--- src/rtl/regfile_pkg.sv ---
// Shared types and defaults for the multi-read-port register file.
package regfile_pkg;

  typedef enum logic [1:0] {
    RF_IDLE,
    RF_CLEAR,
    RF_DONE
  } rf_state_t;

  localparam int unsigned RF_DATA_W = 32;
  localparam int unsigned RF_ADDR_W = 5;

  function automatic int unsigned rf_depth(input int unsigned addrW);
    return 32'd1 << addrW;
  endfunction

endpackage

--- src/rtl/regfile_clear_fsm.sv ---
// Sequential bulk-clear engine: walks every entry once, one per cycle,
// then emits a single clr_done pulse.
module regfile_clear_fsm
  import regfile_pkg::*;
#(
  parameter int unsigned ADDR_W = RF_ADDR_W
) (
  input  logic              clk,
  input  logic              rst,
  input  logic              clr_req,
  output logic              busy,
  output logic              clr_done,
  output logic              clr_we,
  output logic [ADDR_W-1:0] clr_ptr
);

  localparam logic [ADDR_W-1:0] LAST_IDX = '1;

  rf_state_t         state, stateNext;
  logic [ADDR_W-1:0] ptr, ptrNext;

  always_ff @(posedge clk) begin
    if (rst) begin
      state <= RF_IDLE;
      ptr   <= '0;
    end else begin
      state <= stateNext;
      ptr   <= ptrNext;
    end
  end

  always_comb begin
    stateNext = state;
    ptrNext   = ptr;
    busy      = 1'b0;
    clr_done  = 1'b0;
    clr_we    = 1'b0;
    unique case (state)
      RF_IDLE: begin
        if (clr_req) begin
          stateNext = RF_CLEAR;
          ptrNext   = '0;
        end
      end
      RF_CLEAR: begin
        busy   = 1'b1;
        clr_we = 1'b1;
        // Leave at the last index instead of letting the pointer wrap.
        if (ptr == LAST_IDX) begin
          stateNext = RF_DONE;
          ptrNext   = '0;
        end else begin
          ptrNext = ptr + 1'b1;
        end
      end
      RF_DONE: begin
        clr_done = 1'b1;
        if (clr_req) begin
          stateNext = RF_CLEAR;
          ptrNext   = '0;
        end else begin
          stateNext = RF_IDLE;
        end
      end
      default: stateNext = RF_IDLE;
    endcase
  end

  assign clr_ptr = ptr;

endmodule

--- src/rtl/regfile_mp.sv ---
// Parametrised N-read-port register file with bulk clear and debug port.
// Define REGFILE_BYPASS_EN for same-cycle write-through on the read ports.
module regfile_mp
  import regfile_pkg::*;
#(
  parameter int unsigned DATA_W   = RF_DATA_W,
  parameter int unsigned ADDR_W   = RF_ADDR_W,
  parameter int unsigned NUM_RD   = 2,
  parameter int unsigned ZERO_REG = 1
) (
  input  logic                     clk,
  input  logic                     rst,
  input  logic [NUM_RD*ADDR_W-1:0] rd_addr,
  output logic [NUM_RD*DATA_W-1:0] rd_data,
  input  logic                     we,
  input  logic [ADDR_W-1:0]        wr_addr,
  input  logic [DATA_W-1:0]        wr_data,
  input  logic                     clr_req,
  output logic                     busy,
  output logic                     clr_done,
  input  logic [ADDR_W-1:0]        dbg_addr,
  output logic [DATA_W-1:0]        dbg_data
);

  localparam int unsigned DEPTH = rf_depth(ADDR_W);

  logic [DATA_W-1:0] regs [DEPTH];
  logic              busyInt;
  logic              clrWe;
  logic [ADDR_W-1:0] clrPtr;
  logic              wrZero;
  logic              wrEn;

  regfile_clear_fsm #(
    .ADDR_W(ADDR_W)
  ) uClear (
    .clk      (clk),
    .rst      (rst),
    .clr_req  (clr_req),
    .busy     (busyInt),
    .clr_done (clr_done),
    .clr_we   (clrWe),
    .clr_ptr  (clrPtr)
  );

  assign busy   = busyInt;
  assign wrZero = (ZERO_REG != 0) && (wr_addr == '0);
  assign wrEn   = we && !busyInt && !wrZero;

  always_ff @(posedge clk) begin
    if (rst) begin
      for (int unsigned i = 0; i < DEPTH; i++) begin
        regs[i] <= '0;
      end
    end else if (clrWe) begin
      regs[clrPtr] <= '0;
    end else if (wrEn) begin
      regs[wr_addr] <= wr_data;
    end
  end

  always_comb begin
    rd_data = '0;
    for (int unsigned k = 0; k < NUM_RD; k++) begin
      if ((ZERO_REG != 0) && (rd_addr[k*ADDR_W +: ADDR_W] == '0)) begin
        rd_data[k*DATA_W +: DATA_W] = '0;
`ifdef REGFILE_BYPASS_EN
      end else if (wrEn && (rd_addr[k*ADDR_W +: ADDR_W] == wr_addr)) begin
        rd_data[k*DATA_W +: DATA_W] = wr_data;
`endif
      end else begin
        rd_data[k*DATA_W +: DATA_W] = regs[rd_addr[k*ADDR_W +: ADDR_W]];
      end
    end
  end

  assign dbg_data = regs[dbg_addr];

endmodule

--- config.mk ---
export PLATFORM = sky130hd
export DESIGN_NAME = regfile_mp
export DESIGN_NICKNAME = d
export VERILOG_FILES = /design/src/rtl/regfile_pkg.sv /design/src/rtl/regfile_clear_fsm.sv /design/src/rtl/regfile_mp.sv
export SDC_FILE = /design/constraint.sdc
export NUM_CORES = 2
export LEC_CHECK = 0
export ABC_AREA = 1
export CAP_MARGIN = 15
export CORE_ASPECT_RATIO = 1.5
export CORE_MARGIN = 3
export CORE_UTILIZATION = 25
export DETAILED_ROUTE_END_ITERATION = 8
export PLACE_DENSITY = 0.4
export SETUP_SLACK_MARGIN = 0.15
export SLEW_MARGIN = 20
export SYNTH_ARGS = -nofsm -noshare
export SYNTH_HDL_FRONTEND = slang
export SYNTH_SLANG_ARGS = --single-unit
--- constraint.sdc ---
create_clock -name clk -period 3.4 [get_ports clk]
set_input_delay 0.68 -clock clk [delete_from_list [all_inputs] [get_ports clk]]
set_output_delay 0.68 -clock clk [all_outputs]
set_load 0.01 [all_outputs]
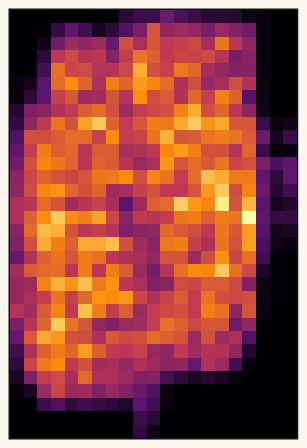
Fig. 1. Wire density map.
The die is cut into 21 by 32 equal tiles; black is low, pale yellow is high, scaled to the fullest tile. Values are wire area over tile area, all layers added.
mean over tiles: 0.26
tiles over half the peak: 44%
fullest tile: 0.65
densest ninth of the die: middle left
routed wire length: 413,000 um
via count: 75,174

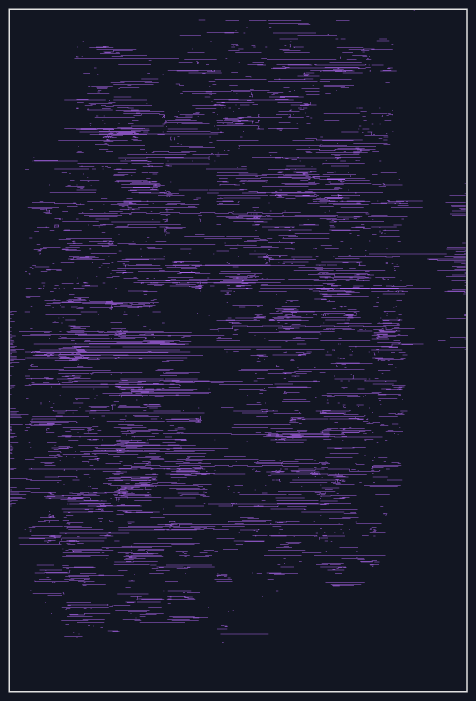
Fig. 2. M3 wires.
main direction: horizontal
wire length on this layer: 35.1 mm
share of all routed wire: 8.5%
nets with wire on the layer: 1,279
longest straight run: 153 um
met3 usage in global routing: 4.93%

==> Changelog: implementation <==
### Metrics

* Met1 Use GR at 35.0%
* Family with the most delay on the worst path: buffers and inverters
* Unique cell types at 24
* Yosys xor share at 0.0132%
* Dominant cell type by area after synthesis: edfxtp_1
* Fmax at 299 MHz
* CP endpoint kind: output port
* GR Layer Usage met2 at 47.4%
* Mux frac, synth at 0%
* CP arrival at 2660 ps
* FFs w/ async S/R, synth at 0%
* Max-area cell class: multi-input combinational cells
* Total of max-cap violations at 0
* GRT Max-Usage Layer: met2
* Post CTS Setup Buffer Count at 50
* Final instance area at 88,300 um2
* Worst r2r dst: regs[18][30]
* Commonest cells in the netlist: nand2_1 (3,938), nand3_1 (2,105), nor2_1 (1,188), edfxtp_1 (1,024), clkbuf_1 (745)
* Buffer share of cell area at 17.3%
* # DRC at 0
* Gate Area at 33,200 um2
* Tool warnings at 29
* Setup ws final at 56.9 ps
* Sw Share at 31.9%
* DP Area at 79,800 um2
* Gr usage total at 29.2%
* Depth of the worst register-to-register path at 13
* Number of flops mapped to enable cells by yosys at 1,024
* WP depth at 13
* Final-layout clock-cell area share at 4.58%
* Yosys synthesis chip area at 66,400 um2
* Max stage delay cell, worst path: dlygate4sd2_1
* Critical Path Start: rd_addr[1]
* Worst VDD drop at 0.000448 V
* Syn Std Cell Area at 66,400 um2
* Vias in the first global route at 71,382
* Die area at 272,000 um2
* # clock sinks at 1,031
* Ys cells at 9,637
* Mapped Cells at 9,637
* Non-clk invs at 89
* CP endpoint: rd_data[6]
* Initial antenna violation count at 7
* Critical path required time at 2720 ps
* Fin crit share at 98.3%
* Htree depth at 3
* Ao+oa area frac at 3.11%
* Status: complete, no violations
* Yosys top cell area share at 46.3%
* Synth top cell by count: nand2_1
* Clk root buf: clkbuf_16
* Commonest flop: edfxtp_1
* CP Launch Type: input pin
* R2r startpoint: uClear.state[0]
* Crit path max fanout at 16
* RSZ-0062 raised after global routing: yes
* Final Hold Viols at 0
* WHS at 487 ps
* TritonCTS clock tree: done
* GPL Wtd Cong at 0.945
* Endpoints failing setup at 0
* Power Total at 0.0371 W
* Min-delay src: uClear.clr_ptr[3]
* Relative slew slack at 39.2%
* Routed len/inst at 30.1 um
* Biggest register: regs
* Pwr Density at 420 nW/um2
* WS Path Type: in -> out
* Resized cells post-CTS at 529
* Die H at 637 um
* Top non-seq family: simple AND/OR/NAND/NOR gates
* Sequential power share at 40.1%
* Clk network pwr share at 37.6%
* Adder-cell area share of the yosys netlist at 0.0377%
* Antenna viol nets, final at 0
* Tmin final at 3340 ps
* Hold-fix buffers at CTS at 0
* Number of clock buffers in the layout at 148
* Met2 Wirelength at 189,000 um
* Hold Crit Endpoint: uClear.clr_ptr[3]
* Slew Limit Fails at 0
* YS warnings at 0
* N_diodes at 4
* Final cell count without fillers at 13,722
* Late-Pin Clk Latency at 810 ps
* Vias per cell at 5.48
* Seq. cell area at 30,900 um2
* Avg Cell Area, Syn at 6.89 um2
* Critical Path Max Stage Delay at 290 ps
* Crit path cell chain: buf_16, clkinv_16, buf_12, buf_16, buf_4, nand3_1, nand3_1, nand2_1, nand2_1, nand3_1, nand2_1, nor2_2, dlygate4sd2_1
* Pint at 0.0252 W
* Comb power frac at 22.3%
* Comb gates at 7,691
* Top cells by area: edfxtp_1 (46%), nand2_1 (22%), nand3_1 (16%), nor2_1 (6.7%), clkbuf_1 (4.2%)
* Buffer and inverter count on the worst path at 6
* DP Cell Count at 13,342
* Flops at 1,031
* Grt total ovfl at 0
* First-pass GRT wire length at 563,000 um
* Cts bufs inserted at 120
* Dpl hpwl at 268,000 um
* Combinational share of cell area at 37.6%
* Measured slew at the worst slew-check pin at 912 ps
* Clk_skew at 68.2 ps
* Repair and plain buffers at 1,189
* First-pass DRT Iterations at 7
* Clock slew at reported path FFs at 60 ps
* Max FFs per register at 1,024
* DIE WIDTH at 427 um
* Init Core Util at 25.1%
* Leak at 36.0 nW
* Register share after synthesis at 46.5%
* Total Neg Setup Slack at 0 ps
* Met3 WL post-DR at 35,100 um
* Sw power at 0.0118 W
* Highest Signal Layer: met5
* Layout cell share with drive strength beyond 1 at 15.7%
* Final core occ at 33.4%
* Synth flops at 1,031
* Basic Gates by Area at 45.0%
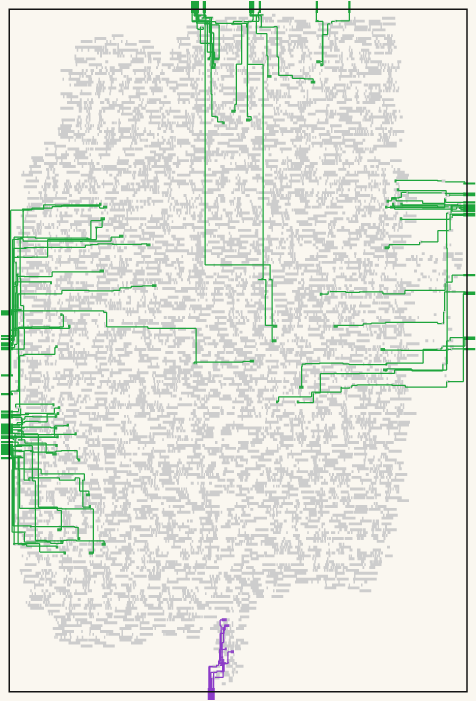
Fig. 3. Nets reached from selected ports.
[green] rd_data | bits: 64 | direction: output | edge: 33 left, 17 right, 14 top | end cells: 64 | buffers: 94 | wire: 8,240 um
[purple] wr_addr | bits: 5 | direction: input | edge: bottom | end cells: 10 | buffers: 9 | wire: 334 um
Port Buf Inserts: 153
I/O pin total: 154

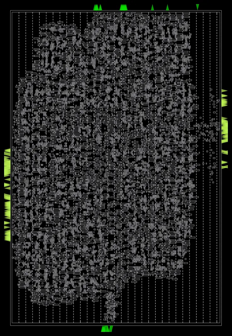
Fig. 4. Placed standard cells.
TAP cells: 3,495
filler cell count: 27,951
row count: 231
total core area: 264,000 um2
sequential cell area share: 35.0%

cells in the final DEF, fill, tap and decap left out, types with 42 or more instances in the layout:
master	instances
nor2_1	1093
nor2_2	65
a21oi_1	224
clkbuf_16	140
nand2_2	132
buf_4	601
edfxtp_1	1024
clkdlybuf4s50_1	42
buf_12	290
o21ai_0	157
buf_6	54
nand2_1	3791
nand3_1	2073
inv_1	67
buf_16	65
power groups by stage:
| stage | Combinational [W] | Sequential [W] | Clock (W) |
|---|---|---|---|
| 3_5_place_dp | 0.00736 | 0.0151 | 0 |
| 2_1_floorplan | 0.00327 | 0.0150 | 0 |
| 4_1_cts | 0.00791 | 0.0148 | 0.0142 |
| 6_report | 0.00826 | 0.0149 | 0.0139 |
| 3_3_place_gp | 0.00737 | 0.0151 | 0 |
| 5_1_grt | 0.00865 | 0.0149 | 0.0146 |
No activity file was given, so power comes from the tool's default toggle rates.
